--- config.mk ---
export PLATFORM = sky130hd
export DESIGN_NAME = multicycle_control_flat
export DESIGN_NICKNAME = d
export VERILOG_FILES = /design/src/rtl/multicycle_control_pkg.sv /design/src/rtl/multicycle_control_if.sv /design/src/rtl/multicycle_control_decode.sv /design/src/rtl/multicycle_control.sv /design/src/flat_wrapper.sv
export SDC_FILE = /design/constraint.sdc
export NUM_CORES = 1
export LEC_CHECK = 0
export ABC_AREA = 1
export CORE_ASPECT_RATIO = 1.75
export CORE_MARGIN = 3
export CORE_UTILIZATION = 43
export CTS_CLUSTER_SIZE = 25
export DETAILED_ROUTE_END_ITERATION = 6
export PLACE_DENSITY = 0.67
export SYNTH_ARGS = -nofsm -noshare
export SYNTH_HDL_FRONTEND = slang
export SYNTH_SLANG_ARGS = --single-unit
--- constraint.sdc ---
create_clock -name clk -period 4 [get_ports clk]
set_clock_uncertainty 0.15 [all_clocks]
set_input_delay 1.2 -clock clk [delete_from_list [all_inputs] [get_ports clk]]
set_output_delay 1.2 -clock clk [all_outputs]
set_load 0.01 [all_outputs]
--- src/rtl/multicycle_control_pkg.sv ---
// Shared definitions for the multi-cycle instruction control block.
//   - state_t       : FSM state encoding (IDLE, DECODE, EXECUTE, WRITEBACK)
//   - DEF_*         : default widths, the default multi-cycle alu_op code and
//                     its execute length
package multicycle_control_pkg;

  typedef enum logic [1:0] {
    S_IDLE      = 2'd0,
    S_DECODE    = 2'd1,
    S_EXECUTE   = 2'd2,
    S_WRITEBACK = 2'd3
  } state_t;

  localparam int         DEF_FUNC_W       = 6;
  localparam int         DEF_ALUOP_W      = 4;
  localparam logic [3:0] DEF_MULTI_OP     = 4'b1011;
  localparam int         DEF_MULTI_CYCLES = 4;

endpackage

--- src/rtl/multicycle_control_if.sv ---
// Instruction handshake and datapath-control bundle.
//   instr_valid/instr_ready : instruction handshake
//   insmsb, func            : instruction fields (immediate flag, function)
//   alu_src, alu_op, imm_sel: registered datapath controls
//   reg_write, pc_write     : one-cycle writeback strobes
//   busy, illegal           : status (instruction in flight, rejected encoding)
// slave  : the control block side
// master : the instruction source / datapath side
interface multicycle_control_if #(
  parameter int FUNC_W  = 6,
  parameter int ALUOP_W = 4
) ();
  logic               instr_valid;
  logic               instr_ready;
  logic               insmsb;
  logic [FUNC_W-1:0]  func;
  logic               alu_src;
  logic [ALUOP_W-1:0] alu_op;
  logic               imm_sel;
  logic               reg_write;
  logic               pc_write;
  logic               busy;
  logic               illegal;

  modport slave (
    input  instr_valid, insmsb, func,
    output instr_ready, alu_src, alu_op, imm_sel, reg_write, pc_write, busy, illegal
  );

  modport master (
    output instr_valid, insmsb, func,
    input  instr_ready, alu_src, alu_op, imm_sel, reg_write, pc_write, busy, illegal
  );
endinterface

--- src/rtl/multicycle_control_decode.sv ---
// Combinational instruction decoder.
//   in : insmsb (immediate form), func (function field)
//   out: alu_src, alu_op, imm_sel, illegal (reserved R-type encoding),
//        is_multi (alu_op needs the multi-cycle execute)
module multicycle_decode #(
  parameter int                 FUNC_W   = 6,
  parameter int                 ALUOP_W  = 4,
  parameter logic [ALUOP_W-1:0] MULTI_OP = '1
) (
  input  logic               insmsb,
  input  logic [FUNC_W-1:0]  func,
  output logic               alu_src,
  output logic [ALUOP_W-1:0] alu_op,
  output logic               imm_sel,
  output logic               illegal,
  output logic               is_multi
);

  always_comb begin
    alu_op   = {func[FUNC_W-1], func[ALUOP_W-2:0]};
    imm_sel  = insmsb;
    // Immediate forms always take the extended operand; R-types use the
    // inverted func MSB to select it.
    alu_src  = insmsb | ~func[FUNC_W-1];
    // The middle func bits are reserved for R-types and must be zero.
    illegal  = ~insmsb & (|func[FUNC_W-2:ALUOP_W-1]);
    is_multi = (alu_op == MULTI_OP);
  end

endmodule

--- src/rtl/multicycle_control.sv ---
// Multi-cycle instruction control FSM.
//   clk, rst_n : clock (rising edge), asynchronous active-low reset
//   bus        : multicycle_control_if.slave -- instruction handshake in,
//                registered datapath controls and status out
// One instruction is accepted in IDLE, decoded over two DECODE cycles
// (field latch -> decode register -> committed controls), executed for one
// cycle or MULTI_CYCLES cycles, and retired with a one-cycle WRITEBACK strobe.
module multicycle_control
  import multicycle_control_pkg::*;
#(
  parameter int                 FUNC_W       = DEF_FUNC_W,
  parameter int                 ALUOP_W      = DEF_ALUOP_W,
  parameter logic [ALUOP_W-1:0] MULTI_OP     = ALUOP_W'(DEF_MULTI_OP),
  parameter int                 MULTI_CYCLES = DEF_MULTI_CYCLES
) (
  input  logic                clk,
  input  logic                rst_n,
  multicycle_control_if.slave bus
);

  localparam int CNT_W = $clog2(MULTI_CYCLES);

  typedef struct packed {
    logic               alu_src;
    logic [ALUOP_W-1:0] alu_op;
    logic               imm_sel;
    logic               illegal;
    logic               is_multi;
  } dec_t;

  state_t             state_q, state_d;
  logic               ph_q, ph_d;
  logic [CNT_W-1:0]   cnt_q, cnt_d;
  logic               accept, commit;

  logic               insmsb_p0;
  logic [FUNC_W-1:0]  func_p0;
  dec_t               dec_c, dec_p1;

  logic               dc_alu_src, dc_imm_sel, dc_illegal, dc_is_multi;
  logic [ALUOP_W-1:0] dc_alu_op;

  logic               ready_q, busy_q, reg_write_q, pc_write_q, illegal_q;
  logic               alu_src_q, imm_sel_q;
  logic [ALUOP_W-1:0] alu_op_q;
  logic               illegal_d;

  multicycle_decode #(
    .FUNC_W   (FUNC_W),
    .ALUOP_W  (ALUOP_W),
    .MULTI_OP (MULTI_OP)
  ) u_decode (
    .insmsb   (insmsb_p0),
    .func     (func_p0),
    .alu_src  (dc_alu_src),
    .alu_op   (dc_alu_op),
    .imm_sel  (dc_imm_sel),
    .illegal  (dc_illegal),
    .is_multi (dc_is_multi)
  );

  assign dec_c  = {dc_alu_src, dc_alu_op, dc_imm_sel, dc_illegal, dc_is_multi};
  assign accept = (state_q == S_IDLE) && bus.instr_valid;

  always_comb begin
    state_d   = state_q;
    ph_d      = ph_q;
    cnt_d     = cnt_q;
    commit    = 1'b0;
    illegal_d = 1'b0;
    unique case (state_q)
      S_IDLE: begin
        if (bus.instr_valid) begin
          state_d = S_DECODE;
          ph_d    = 1'b0;
        end
      end
      S_DECODE: begin
        if (!ph_q) begin
          ph_d = 1'b1;
        end else begin
          ph_d   = 1'b0;
          commit = 1'b1;
          if (dec_p1.illegal) begin
            state_d   = S_IDLE;
            illegal_d = 1'b1;
          end else begin
            state_d = S_EXECUTE;
            if (dec_p1.is_multi) cnt_d = CNT_W'(MULTI_CYCLES - 1);
          end
        end
      end
      S_EXECUTE: begin
        // A loaded counter of N-1 gives exactly N execute cycles.
        if (dec_p1.is_multi && (cnt_q != '0)) cnt_d = cnt_q - CNT_W'(1);
        else                                  state_d = S_WRITEBACK;
      end
      S_WRITEBACK: state_d = S_IDLE;
      default:     state_d = S_IDLE;
    endcase
  end

  // Stage p0: instruction fields latched at the accepting edge.
  // Stage p1: decoder output registered at the first DECODE edge.
  always_ff @(posedge clk or negedge rst_n) begin
    if (!rst_n) begin
      insmsb_p0 <= 1'b0;
      func_p0   <= '0;
      dec_p1    <= '0;
    end else begin
      if (accept) begin
        insmsb_p0 <= bus.insmsb;
        func_p0   <= bus.func;
      end
      if ((state_q == S_DECODE) && !ph_q) dec_p1 <= dec_c;
    end
  end

  // Controls commit at the DECODE exit edge; status outputs follow next state.
  always_ff @(posedge clk or negedge rst_n) begin
    if (!rst_n) begin
      state_q     <= S_IDLE;
      ph_q        <= 1'b0;
      cnt_q       <= '0;
      ready_q     <= 1'b1;
      busy_q      <= 1'b0;
      reg_write_q <= 1'b0;
      pc_write_q  <= 1'b0;
      illegal_q   <= 1'b0;
      alu_src_q   <= 1'b0;
      alu_op_q    <= '0;
      imm_sel_q   <= 1'b0;
    end else begin
      state_q     <= state_d;
      ph_q        <= ph_d;
      cnt_q       <= cnt_d;
      ready_q     <= (state_d == S_IDLE);
      busy_q      <= (state_d != S_IDLE);
      reg_write_q <= (state_d == S_WRITEBACK);
      pc_write_q  <= (state_d == S_WRITEBACK);
      illegal_q   <= illegal_d;
      if (commit) begin
        alu_src_q <= dec_p1.alu_src;
        alu_op_q  <= dec_p1.alu_op;
        imm_sel_q <= dec_p1.imm_sel;
      end
    end
  end

  assign bus.instr_ready = ready_q;
  assign bus.busy        = busy_q;
  assign bus.reg_write   = reg_write_q;
  assign bus.pc_write    = pc_write_q;
  assign bus.illegal     = illegal_q;
  assign bus.alu_src     = alu_src_q;
  assign bus.alu_op      = alu_op_q;
  assign bus.imm_sel     = imm_sel_q;

endmodule

--- src/flat_wrapper.sv ---
// flat-port wrapper written by rule: the top's interface ports become plain ports
module multicycle_control_flat import multicycle_control_pkg::*;
#(
  parameter int                 FUNC_W       = DEF_FUNC_W,
  parameter int                 ALUOP_W      = DEF_ALUOP_W,
  parameter logic [ALUOP_W-1:0] MULTI_OP     = ALUOP_W'(DEF_MULTI_OP),
  parameter int                 MULTI_CYCLES = DEF_MULTI_CYCLES
)
  (clk, rst_n, bus_instr_valid, bus_insmsb, bus_func, bus_instr_ready, bus_alu_src, bus_alu_op, bus_imm_sel, bus_reg_write, bus_pc_write, bus_busy, bus_illegal);
  multicycle_control_if #(.FUNC_W(FUNC_W), .ALUOP_W(ALUOP_W)) bus_i ();
  input  logic clk;
  input  logic rst_n;
  input wire logic [$bits(bus_i.instr_valid)-1:0] bus_instr_valid;
  input wire logic [$bits(bus_i.insmsb)-1:0] bus_insmsb;
  input wire logic [$bits(bus_i.func)-1:0] bus_func;
  output wire logic [$bits(bus_i.instr_ready)-1:0] bus_instr_ready;
  output wire logic [$bits(bus_i.alu_src)-1:0] bus_alu_src;
  output wire logic [$bits(bus_i.alu_op)-1:0] bus_alu_op;
  output wire logic [$bits(bus_i.imm_sel)-1:0] bus_imm_sel;
  output wire logic [$bits(bus_i.reg_write)-1:0] bus_reg_write;
  output wire logic [$bits(bus_i.pc_write)-1:0] bus_pc_write;
  output wire logic [$bits(bus_i.busy)-1:0] bus_busy;
  output wire logic [$bits(bus_i.illegal)-1:0] bus_illegal;
  assign bus_i.instr_valid = bus_instr_valid;
  assign bus_i.insmsb = bus_insmsb;
  assign bus_i.func = bus_func;
  assign bus_instr_ready = bus_i.instr_ready;
  assign bus_alu_src = bus_i.alu_src;
  assign bus_alu_op = bus_i.alu_op;
  assign bus_imm_sel = bus_i.imm_sel;
  assign bus_reg_write = bus_i.reg_write;
  assign bus_pc_write = bus_i.pc_write;
  assign bus_busy = bus_i.busy;
  assign bus_illegal = bus_i.illegal;
  multicycle_control #(.FUNC_W(FUNC_W), .ALUOP_W(ALUOP_W), .MULTI_OP(MULTI_OP), .MULTI_CYCLES(MULTI_CYCLES)) u_core (.clk(clk), .rst_n(rst_n), .bus(bus_i));
endmodule
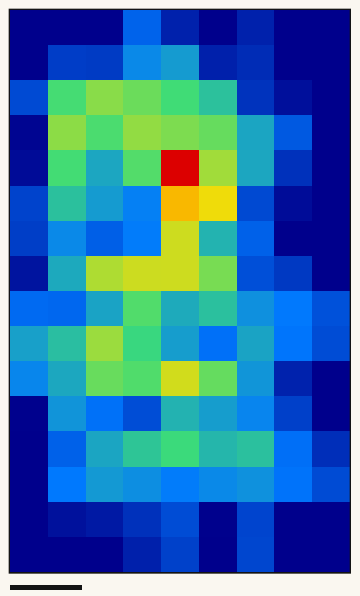
wire_density.png
Scale bar: 10 um. 9 x 16 tiles, from dark blue (low) to red (high), scaled to the fullest tile. Values are wire area over tile area, all layers added.
tiles over half the peak: 18%
nearly empty tiles: 22%
densest ninth of the die: center

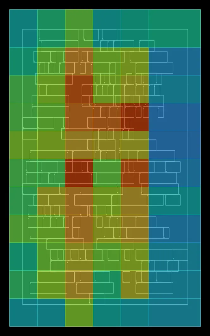
final_congestion.png
total routing usage reported by global routing: 14.6%
met2 track demand over resource: 22.8%
layer carrying the most global-route usage: met2
wire per inst: 11.9 um

==> summary.txt <==
Observations from the implementation run.

Cells and area:
- Fill cells in the final layout number 257.
- The run gives the most frequently placed logic cell in the final layout as sky130_fd_sc_hd__dfrtp_1.
- The run gives the area growth from synthesis to layout as 24.6%.
- Summing all multi-input logic gate instances after layout gives 435 um2.
- Summing all flip-flop and latch instances after layout gives approximately 750 um2.
- The run puts the core utilization of the finished layout at 57.6%.
- The run puts the final design area excluding fillers at around 1600 um2.
- The run puts the number of nets in the finished design at between 150 and 200.
- The run puts the antenna cell count at 0.
- The most common logic cells in the final layout are sky130_fd_sc_hd__dfrtp_1 (29), sky130_fd_sc_hd__nand2_1 (28), sky130_fd_sc_hd__inv_1 (20), sky130_fd_sc_hd__clkdlybuf4s50_1 (20), sky130_fd_sc_hd__nor2_1 (10).

Detailed routing:
- The run gives the number of optimization iterations in the first detailed-route pass as 4.
- The run gives the residual antenna-violating net count after detailed routing as 0.
- After detailed routing, the total wire length is around 2.2 mm.
- The run puts the via density per instance at ~5.0.
- The run gives the number of remaining DRC errors as 0.
- The run gives the number of DRC violations after detailed-routing iteration 0 as 18.

Clocking:
- In this run the clock root is driven by a sky130_fd_sc_hd__clkbuf_8.
- The report puts the hold buffer count at CTS at 0.
- The run puts the number of instances resized during post-cts repair at 0.
- Per the CTS log, the maximum H-tree level is 2.
- The run puts the number of buffers on the longest clock path at 2.
- The run puts the clock latency on the worst-skew pair at approximately 280 ps.
- After clock tree synthesis, the setup repair step added 0 buffers.
- The run gives the clock tree from TritonCTS as done.
- The run puts the number of sinks on the clock net at 30.

Worst setup path:
- Looking at the reg2reg group, the worst path ends at u_core.func_p0[3].
- Looking at the critical path, the single cell with the biggest stage delay is sky130_fd_sc_hd__clkdlybuf4s50_1.
- In this run the worst setup path terminates at bus_instr_ready.
- The run gives the startpoint type of the worst setup path as a flip-flop.
- Listed in order, past its start point the critical path passes clkdlybuf4s50_1.
- The run puts the depth of the most critical reg-to-reg path at 4.
- The critical path starts at u_core.bus.instr_ready.
- The run gives the number of buffer and inverter stages on the critical path as 1.
- The run gives the category of the most critical setup path as reg -> out.
- The run puts the required time at the endpoint of the critical path at 2650 ps.
- The report shows a maximum critical-path fanout of 1.
- The run gives the arrival time at the worst endpoint as ~1300 ps.

Die:
- The run puts the area of the die at 3710 um2.
- The run puts the core area at 2780 um2.
- The run gives the boundary pin count as 21.
- Measured along the x axis, the die boundary spans roughly 47 um.
- For this configuration, the core starts out at a cell density of ~46%.

Power and ir drop:
- The run puts the peak supply drop at roughly 0.52 mV.
- The run gives the power density normalized to cell area as around 800 nW/um2.
- The run puts the total power draw at approximately 1.3 mW.
- Per the OpenROAD power report, leakage power amounts to 0.780 nW.

Place:
- The run puts the detailed placer's ending HPWL at roughly 1.6 mm.
- The run puts the post-placement cell area at roughly 1500 um2.
- The run puts the placer congestion estimate at 0.739.

Flow run:
- The number of maximum-capacitance violations recorded for the run is 0.

Global routing:
- The run gives the number of global-route vias before repair as between 900 and 1000.
- After global routing the overflow that remains totals 0.
- The run gives the global-route wire length before repair as 3.88 mm.
- The run gives the pin count of the biggest net entering global routing as 31.
- The run gives the number of antenna violations at the first check in global routing as 0.

Synthesis:
- The run gives the average footprint of a synthesized cell as approximately 10 um2.
- In the synthesized netlist the dominant register cell turns out to be sky130_fd_sc_hd__dfrtp_1.
- In the post-synthesis netlist, the biggest area contributors are sky130_fd_sc_hd__dfrtp_1 (56%), sky130_fd_sc_hd__nand2_1 (8.2%), sky130_fd_sc_hd__inv_1 (5.8%).
- Synthesis produced a netlist with a net count of 146.
- The run gives the number of flops mapped to enable cells by yosys as 0.
- The run puts the synthesis-stage register bit count at 30.
- The run puts the fraction of the yosys area taken by sequential cells at between 50 and 60%.
- The run gives the total number of yosys warnings as 0.
- The run gives the netlist area before placement as approximately 1300 um2.
- The chip area line in the Yosys stat output reads between 1000 and 1500 um2.
- The run puts the synthesized instance count at ~130.
- Summed over all instances, the cell type with the most area after synthesis is sky130_fd_sc_hd__dfrtp_1.
- The run puts the share of the synthesized area in the top cell type at a little under three fifths.
- The run gives the fraction of registers with async set/reset as 100%.

STA:
- The run puts the minimum period implied by the final worst setup slack at approximately 2700 ps.
- Setup repair after global routing left no endpoint under its margin.
- Counting pins that exceed their max-slew limit in the final report gives 0.
- The run gives the worst hold slack after final layout as 332 ps.
- The run gives the max-slew headroom at the worst pin as between 60% and 70%.
- The run gives the post-route setup TNS as 0 ps.
- The run puts the maximum clock frequency at about 0.38 GHz.
- The run puts the final number of setup-violating endpoints at 0.
- The run puts the hold violation total from the final report at 0.

Hold path:
- The type recorded for the worst min-delay path is reg -> reg.

Run status:
- The flow ran to the end, and the final reports show no timing, DRC or antenna violations.
[worst min path at each step]
stage	from	end	slack, ps	cells past startpoint
4_1_cts	u_core.dec_p1[3]	u_core.dec_p1[3]	340	2
3_3_place_gp	u_core.cnt_q[1]	u_core.cnt_q[1]	300	2
5_1_grt	u_core.dec_p1[3]	u_core.dec_p1[3]	350	2
3_5_place_dp	u_core.dec_p1[3]	u_core.dec_p1[3]	320	2
2_1_floorplan	u_core.cnt_q[1]	u_core.cnt_q[1]	290	2
6_report	u_core.cnt_q[1]	u_core.cnt_q[1]	330	2
[metal layers]
| metal | track usage [%] | share of wire (%) | vias to the layer above |
|---|---|---|---|
| li1 | - | - | 466 |
| met1 | 16.3 | 41 | 446 |
| met2 | 22.8 | 52 | 16 |
| met5 | 0 | 0 | - |
| met3 | 5.05 | 4.5 | 6 |
| met4 | 8.31 | 3.0 | 0 |
[synth_stat cells (3+ instances only)]
| cell | number |
|---|---|
| sky130_fd_sc_hd__nand2_1 | 28 |
| sky130_fd_sc_hd__nor2_1 | 10 |
| sky130_fd_sc_hd__inv_1 | 20 |
| sky130_fd_sc_hd__a21oi_1 | 7 |
| sky130_fd_sc_hd__ha_1 | 4 |
| sky130_fd_sc_hd__dfrtp_1 | 29 |
| sky130_fd_sc_hd__mux2_2 | 6 |
| sky130_fd_sc_hd__nand3_1 | 3 |
| sky130_fd_sc_hd__o21ai_0 | 8 |
[cell families (layout without fill, tap and decap cells)]
kind of cell / after synthesis / count (layout) / share of synthesized area (%)
compound gates: 21 / 21 / 9.14
flops: 30 / 30 / 58.5
mux: 6 / 6 / 5.25
buf+inv: 24 / 50 / 7.68
fa+ha+maj: 4 / 4 / 3.89
simple gates: 47 / 47 / 15.6
[layout make-up]
type	count	area share, %
well taps	27	2.11
clock buffers	6	5.15
repair buffers	21	13.0
multi-input cells	78	27.2
flip-flops and latches	30	46.9
inverters	21	4.92
clock inverters	2	0.781
[flip-flops by register name (all words and copies together) (netlist names), 2 cells and up]
register	count
u_core.state_q	2
u_core.func_p0	6
u_core.bus.alu_op	4
u_core.cnt_q	2
u_core.dec_p1	8
[stage by stage]
stage | setup slack (ps) | instances
global route | 1310 | 185
floorplan | 2080 | 132
CTS | 1320 | 185
global placement | 1360 | 177
finish | 1340 | 185
detailed placement | 1350 | 177
[where the power goes]
group          switching [mW]  internal [mW]  total, mW
registers              0.0668          0.452      0.519
clock network           0.112          0.138      0.250
logic                   0.301          0.250      0.551
Power figures rest on the tool's default switching activity, not on a simulated workload.
